<file path="src/rtl/imem_loader_if.sv">
// imem_loader_if
//   Bundles the byte-stream input and the instruction-memory write port of the
//   boot-time program loader.
//   Signals:
//     rx_valid   - byte available from the serial receiver
//     rx_data    - byte value
//     rx_ready   - loader accepts the byte (transfer on rx_valid && rx_ready)
//     imem_we    - one-cycle write strobe to instruction memory
//     imem_addr  - word address of the current write
//     imem_wdata - 32-bit instruction word being written
//   Modports:
//     master - the loader (consumes bytes, drives the memory write port)
//     slave  - the environment (byte source and instruction memory)
interface imem_loader_if #(
  parameter int ADDR_W = 14
) ();
  logic              rx_valid;
  logic [7:0]        rx_data;
  logic              rx_ready;
  logic              imem_we;
  logic [ADDR_W-1:0] imem_addr;
  logic [31:0]       imem_wdata;

  modport master (
    input  rx_valid,
    input  rx_data,
    output rx_ready,
    output imem_we,
    output imem_addr,
    output imem_wdata
  );

  modport slave (
    output rx_valid,
    output rx_data,
    input  rx_ready,
    input  imem_we,
    input  imem_addr,
    input  imem_wdata
  );
endinterface

</file>
<file path="src/rtl/imem_loader.sv">
// imem_loader
//   Boot-time program loader. Reads a 4-byte little-endian length header L
//   from the byte stream, then assembles L little-endian 32-bit words and
//   writes them to instruction memory at word addresses 0..L-1. Every word's
//   opcode (bits 6:0) is checked against the decodable set; the first illegal
//   one is recorded in err/err_addr, but loading continues.
//   Ports:
//     clk      - clock, all state updates on the rising edge
//     rst      - synchronous active-high reset
//     start    - arm the loader (honoured in IDLE, DONE, ERR only)
//     bus      - imem_loader_if master: byte stream in, memory write port out
//     busy     - high while reading the header or the payload
//     done     - high once a load has completed
//     err      - sticky: illegal opcode seen or header length too large
//     err_addr - word address of the first illegal opcode (0 if none)
module imem_loader #(
  parameter int ADDR_W = 14
) (
  input  logic              clk,
  input  logic              rst,
  input  logic              start,
  imem_loader_if.master     bus,
  output logic              busy,
  output logic              done,
  output logic              err,
  output logic [ADDR_W-1:0] err_addr
);

  typedef enum logic [2:0] {
    S_IDLE = 3'd0,
    S_LEN  = 3'd1,
    S_DATA = 3'd2,
    S_DONE = 3'd3,
    S_ERR  = 3'd4
  } state_t;

  // Largest legal length is exactly the memory capacity.
  localparam logic [32:0]     CAP      = 33'd1 << ADDR_W;
  localparam logic [ADDR_W:0] REM_ZERO = {(ADDR_W+1){1'b0}};
  localparam logic [ADDR_W:0] REM_ONE  = {{ADDR_W{1'b0}}, 1'b1};
  localparam logic [ADDR_W-1:0] IDX_ZERO = {ADDR_W{1'b0}};
  localparam logic [ADDR_W-1:0] IDX_ONE  = {{(ADDR_W-1){1'b0}}, 1'b1};

  state_t            state_r;
  state_t            state_n;
  logic [1:0]        cnt_r;        // byte position within header/word, wraps 3->0
  logic [23:0]       asm_r;        // lower three bytes of the word being assembled
  logic [ADDR_W:0]   remaining_r;  // words still to be accepted
  logic [ADDR_W-1:0] widx_r;       // index of the next word to be written
  logic              we_r;
  logic [ADDR_W-1:0] addr_r;
  logic [31:0]       wdata_r;
  logic              busy_r;
  logic              done_r;
  logic              err_r;
  logic [ADDR_W-1:0] err_addr_r;

  logic              rx_ready_s;
  logic              xfer_s;
  logic              last_byte_s;
  logic [31:0]       word_s;
  logic              len_over_s;

  // Decodable opcode set of the core.
  function automatic logic opcode_legal(input logic [6:0] op);
    logic ok;
    case (op)
      7'b0000011, 7'b0100011, 7'b0000111, 7'b0100111,
      7'b0110011, 7'b1010011, 7'b1100011, 7'b0010011,
      7'b1101111, 7'b1100111, 7'b0110111, 7'b0111000: ok = 1'b1;
      default:                                         ok = 1'b0;
    endcase
    return ok;
  endfunction

  // The current byte completes the header or word; it sits in the top byte.
  assign word_s      = {bus.rx_data, asm_r};
  assign last_byte_s = (cnt_r == 2'd3);
  assign xfer_s      = bus.rx_valid && rx_ready_s;
  assign len_over_s  = ({1'b0, word_s} > CAP);

  // Byte acceptance: open in LEN, and in DATA only while words remain so the
  // byte after the final one is never consumed.
  always_comb begin
    rx_ready_s = 1'b0;
    case (state_r)
      S_LEN:   rx_ready_s = 1'b1;
      S_DATA:  rx_ready_s = (remaining_r != REM_ZERO);
      default: rx_ready_s = 1'b0;
    endcase
  end

  // State register.
  always_ff @(posedge clk) begin
    if (rst) begin
      state_r <= S_IDLE;
    end else begin
      state_r <= state_n;
    end
  end

  // Next-state logic.
  always_comb begin
    state_n = state_r;
    case (state_r)
      S_IDLE, S_DONE, S_ERR: begin
        if (start) begin
          state_n = S_LEN;
        end else begin
          state_n = state_r;
        end
      end
      S_LEN: begin
        if (xfer_s && last_byte_s) begin
          if (word_s == 32'd0) begin
            state_n = S_DONE;
          end else if (len_over_s) begin
            state_n = S_ERR;
          end else begin
            state_n = S_DATA;
          end
        end else begin
          state_n = S_LEN;
        end
      end
      S_DATA: begin
        // remaining hits zero on the final byte; the following cycle carries
        // the last write strobe, after which the load is complete.
        if (remaining_r == REM_ZERO) begin
          state_n = S_DONE;
        end else begin
          state_n = S_DATA;
        end
      end
      default: state_n = S_IDLE;
    endcase
  end

  // Datapath: header/word assembly, memory write port, status flags.
  always_ff @(posedge clk) begin
    if (rst) begin
      cnt_r       <= 2'd0;
      asm_r       <= 24'd0;
      remaining_r <= REM_ZERO;
      widx_r      <= IDX_ZERO;
      we_r        <= 1'b0;
      addr_r      <= IDX_ZERO;
      wdata_r     <= 32'd0;
      busy_r      <= 1'b0;
      done_r      <= 1'b0;
      err_r       <= 1'b0;
      err_addr_r  <= IDX_ZERO;
    end else begin
      we_r   <= 1'b0;
      busy_r <= (state_n == S_LEN) || (state_n == S_DATA);
      done_r <= (state_n == S_DONE);
      case (state_r)
        S_IDLE, S_DONE, S_ERR: begin
          if (start) begin
            cnt_r      <= 2'd0;
            widx_r     <= IDX_ZERO;
            addr_r     <= IDX_ZERO;
            err_r      <= 1'b0;
            err_addr_r <= IDX_ZERO;
          end
        end
        S_LEN: begin
          if (xfer_s) begin
            cnt_r <= cnt_r + 2'd1;
            asm_r <= {bus.rx_data, asm_r[23:8]};
            if (last_byte_s) begin
              remaining_r <= word_s[ADDR_W:0];
              if (word_s != 32'd0 && len_over_s) begin
                err_r <= 1'b1;
              end
            end
          end
        end
        S_DATA: begin
          if (xfer_s) begin
            cnt_r <= cnt_r + 2'd1;
            asm_r <= {bus.rx_data, asm_r[23:8]};
            if (last_byte_s) begin
              // Write lands one cycle after the accepting edge and overlaps
              // acceptance of the next word's first byte.
              we_r        <= 1'b1;
              wdata_r     <= word_s;
              addr_r      <= widx_r;
              widx_r      <= widx_r + IDX_ONE;
              remaining_r <= remaining_r - REM_ONE;
              if (!opcode_legal(word_s[6:0]) && !err_r) begin
                err_r      <= 1'b1;
                err_addr_r <= widx_r;
              end
            end
          end
        end
        default: begin
          we_r <= 1'b0;
        end
      endcase
    end
  end

  assign bus.rx_ready   = rx_ready_s;
  assign bus.imem_we    = we_r;
  assign bus.imem_addr  = addr_r;
  assign bus.imem_wdata = wdata_r;
  assign busy           = busy_r;
  assign done           = done_r;
  assign err            = err_r;
  assign err_addr       = err_addr_r;

endmodule

</file>
<file path="src/flat_wrapper.sv">
// flat-port wrapper written by rule: the top's interface ports become plain ports
module imem_loader_flat 
#(
  parameter int ADDR_W = 14
)
  (clk, rst, start, busy, done, err, err_addr, bus_rx_valid, bus_rx_data, bus_rx_ready, bus_imem_we, bus_imem_addr, bus_imem_wdata);
  imem_loader_if #(.ADDR_W(ADDR_W)) bus_i ();
  input  logic clk;
  input  logic rst;
  input  logic start;
  output logic busy;
  output logic done;
  output logic err;
  output logic [ADDR_W-1:0] err_addr;
  input wire logic [$bits(bus_i.rx_valid)-1:0] bus_rx_valid;
  input wire logic [$bits(bus_i.rx_data)-1:0] bus_rx_data;
  output wire logic [$bits(bus_i.rx_ready)-1:0] bus_rx_ready;
  output wire logic [$bits(bus_i.imem_we)-1:0] bus_imem_we;
  output wire logic [$bits(bus_i.imem_addr)-1:0] bus_imem_addr;
  output wire logic [$bits(bus_i.imem_wdata)-1:0] bus_imem_wdata;
  assign bus_i.rx_valid = bus_rx_valid;
  assign bus_i.rx_data = bus_rx_data;
  assign bus_rx_ready = bus_i.rx_ready;
  assign bus_imem_we = bus_i.imem_we;
  assign bus_imem_addr = bus_i.imem_addr;
  assign bus_imem_wdata = bus_i.imem_wdata;
  imem_loader #(.ADDR_W(ADDR_W)) u_core (.clk(clk), .rst(rst), .start(start), .bus(bus_i), .busy(busy), .done(done), .err(err), .err_addr(err_addr));
endmodule
</file>
<file path="config.mk">
export PLATFORM = sky130hd
export DESIGN_NAME = imem_loader_flat
export DESIGN_NICKNAME = d
export VERILOG_FILES = /design/src/rtl/imem_loader_if.sv /design/src/rtl/imem_loader.sv /design/src/flat_wrapper.sv
export SDC_FILE = /design/constraint.sdc
export NUM_CORES = 1
export LEC_CHECK = 0
export CORE_MARGIN = 4
export CORE_UTILIZATION = 45
export CTS_CLUSTER_DIAMETER = 40
export DETAILED_ROUTE_END_ITERATION = 10
export PLACE_DENSITY_LB_ADDON = 0.12
export SYNTH_ARGS = -nofsm -noshare
export SYNTH_HDL_FRONTEND = slang
export SYNTH_SLANG_ARGS = --single-unit
</file>
<file path="constraint.sdc">
create_clock -name clk -period 2.5 [get_ports clk]
set_input_delay 0.375 -clock clk [delete_from_list [all_inputs] [get_ports clk]]
set_output_delay 0.375 -clock clk [all_outputs]
set_load 0.005 [all_outputs]
</file>
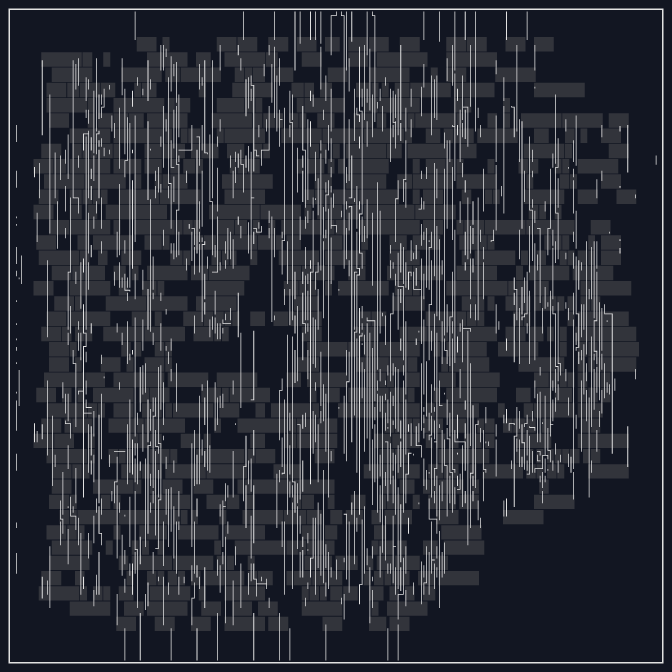
*M2 wires, run 1*
Cells faint in the background.
The wires run mostly vertical. The layer holds 46% of the routed length. 600 nets have wire on it. The layer carries 6,310 um of wire.

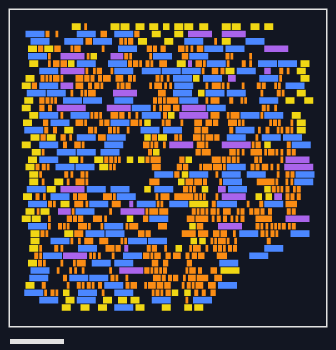
*Cells colored by class, run 1*
Scale bar: 20 um.
Yellow stands for other buffers and delay cells, cells 105. Orange stands for combinational and other logic, cells 480. Blue stands for flops, cells 122. Purple stands for clock drivers and dummy loads, cells 31.

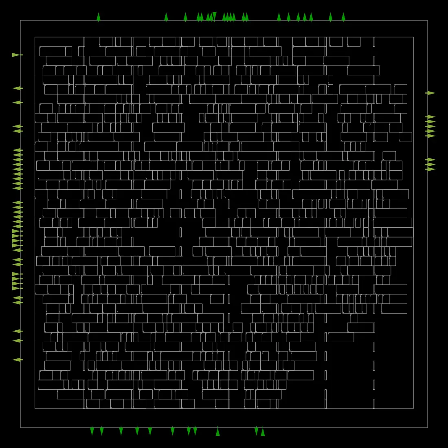
*Placement view, run 1*
flop share of the area: 35.4%
non-filler cells, final: 881
core area: 11,500 um^2

==> impl_metrics.csv, run 1 <==
group,metric,value,unit
worst_setup_path,ff2ff_path_depth,7,
cells_and_area,comb_area,2590,um^2
cells_and_area,largest_reg_flops,32,
timing,worst_pin_slew,0.571,ns
logic_synthesis,synthFlopType,"dfxtp_1",
cells_and_area,fin_area,6900,um^2
floorplanning,die_y,116,um
cells_and_area,regArea,2440,um^2
logic_synthesis,yosysMostFrequentCell,"dfxtp_1",
detailed_routing,viasPerCell,5.43,
run_status,status,"finished clean",
worst_setup_path,reg2reg_from,"u_core.remaining_r[10]",
power_and_ir_drop,ir_drop,0.000537,V
worst_setup_path,critPathKind,"register to output pin",
cells_and_area,final-clk-cell-share,9.21,%
logic_synthesis,ys_sh_aoi,16.3,%
logic_synthesis,fp_nets,661,
timing,final_max_slew_viol_count,0,
placed_design,place.gp.congestion,0.847,
logic_synthesis,top_cells_by_count,"dfxtp_1, nand2_1, nor2_1, a21oi_1, o21ai_0",
global_routing,antenna_found_initial,0,
power_and_ir_drop,clock_power_share,54.9,%
global_routing,grt_pass1_vias,4587,
worst_setup_path,rr_endpoint,"u_core.remaining_r[5]",
detailed_routing,wl_met3,788,um
power_and_ir_drop,intPower,3.77,mW
logic_synthesis,avgSynthCellArea,8.17,um^2
worst_setup_path,endpoint,"bus_rx_ready",
timing,rsz0062_at_grt,"true",
logic_synthesis,ys.flops,122,
hold_path,hold_depth,2,
cts,cts_tree,"done",
### Gate families picked out, run 1

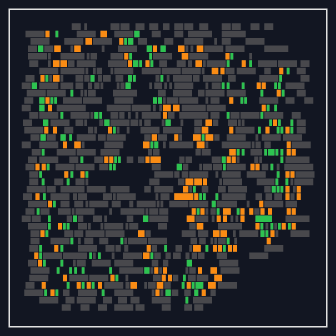

--- run 2 (diff from run 1) ---
Settings changed: CORE_ASPECT_RATIO from default to 0.6, SETUP_SLACK_MARGIN from default to 0.15.
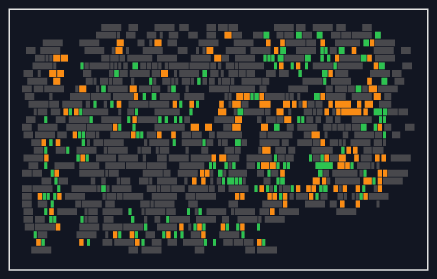
*Gate families picked out, run 2*
Orange stands for inverting AOI/OAI gates, cells 135. Green stands for NAND gates, cells 153, where all over the die.
logic share of the area: 37.8%
non-filler cells, final: 901
most frequently placed logic cell in the final layout: dfxtp_1

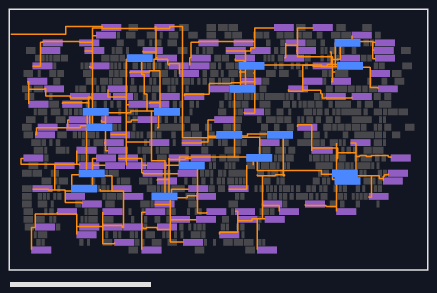
*Routed clock nets over the placement, run 2*
Scale bar: 50 um.
Orange stands for clock wires, length 1,660 um. Purple stands for flip-flops, count 122. Blue stands for clock drivers, count 17.
Position of the flops: all over the die. There are 18 routed clock nets.

==> impl_metrics.csv, run 2 <==
group,metric,value,unit
cells_and_area,regArea,2440,um^2
logic_synthesis,ys.flops,122,
cells_and_area,sh_seq_area,35.4,%
worst_setup_path,reg2reg_from,"u_core.remaining_r[10]",
logic_synthesis,yosys_warnings,0,
worst_setup_path,endpoint,"bus_rx_ready",
worst_setup_path,crit_start,"u_core.remaining_r[10]",
global_routing,grt_pass1_vias,4641,
logic_synthesis,synthFlopType,"dfxtp_1",
cells_and_area,fin_area,6900,um^2
hold_path,hold_depth,2,
timing,worst_pin_slew,0.579,ns
worst_setup_path,ff2ff_path_depth,7,
timing,final_max_slew_viol_count,0,
logic_synthesis,ys_sh_aoi,16.3,%
run_status,status,"finished clean",
cts,numCtsBuffers,17,
worst_setup_path,rr_endpoint,"u_core.bus.imem_addr[13]",
power_and_ir_drop,power_frac_comb,4.0,%
cells_and_area,largest_reg_flops,32,
cells_and_area,comb_area,2610,um^2
global_routing,antenna_found_initial,0,
logic_synthesis,yosysMostFrequentCell,"dfxtp_1",
logic_synthesis,top_cells_by_count,"dfxtp_1, nand2_1, nor2_1, a21oi_1, o21ai_0",
detailed_routing,highest_layer,"met4",
placed_design,dp.final_hpwl,10.1,mm
logic_synthesis,area_leaders,"dfxtp_1, nand2_1, a21oi_1",
power_and_ir_drop,clock_power_share,52.4,%
logic_synthesis,avgSynthCellArea,8.17,um^2
power_and_ir_drop,ir_drop,0.000512,V
cells_and_area,final-clk-cell-share,8.25,%
floorplanning,die_y,91.9,um
logic_synthesis,fp_nets,661,
placed_design,place.gp.congestion,0.870,
cells_and_area,fin_nets,743,
floorplanning,core,11400,um^2
detailed_routing,viasPerCell,5.43,
logic_synthesis,ys_area,5280,um^2
cts,cts_tree,"done",
detailed_routing,wl_met3,1.23,mm
timing,rsz0062_at_grt,"true",
worst_setup_path,critPathKind,"register to output pin",
worst_setup_path,path_cells,"or2_4 -> or4_4 -> o21ai_4 -> nand2_1 -> dlygate4sd2_1",
Power is estimated from default activity; no workload was simulated.
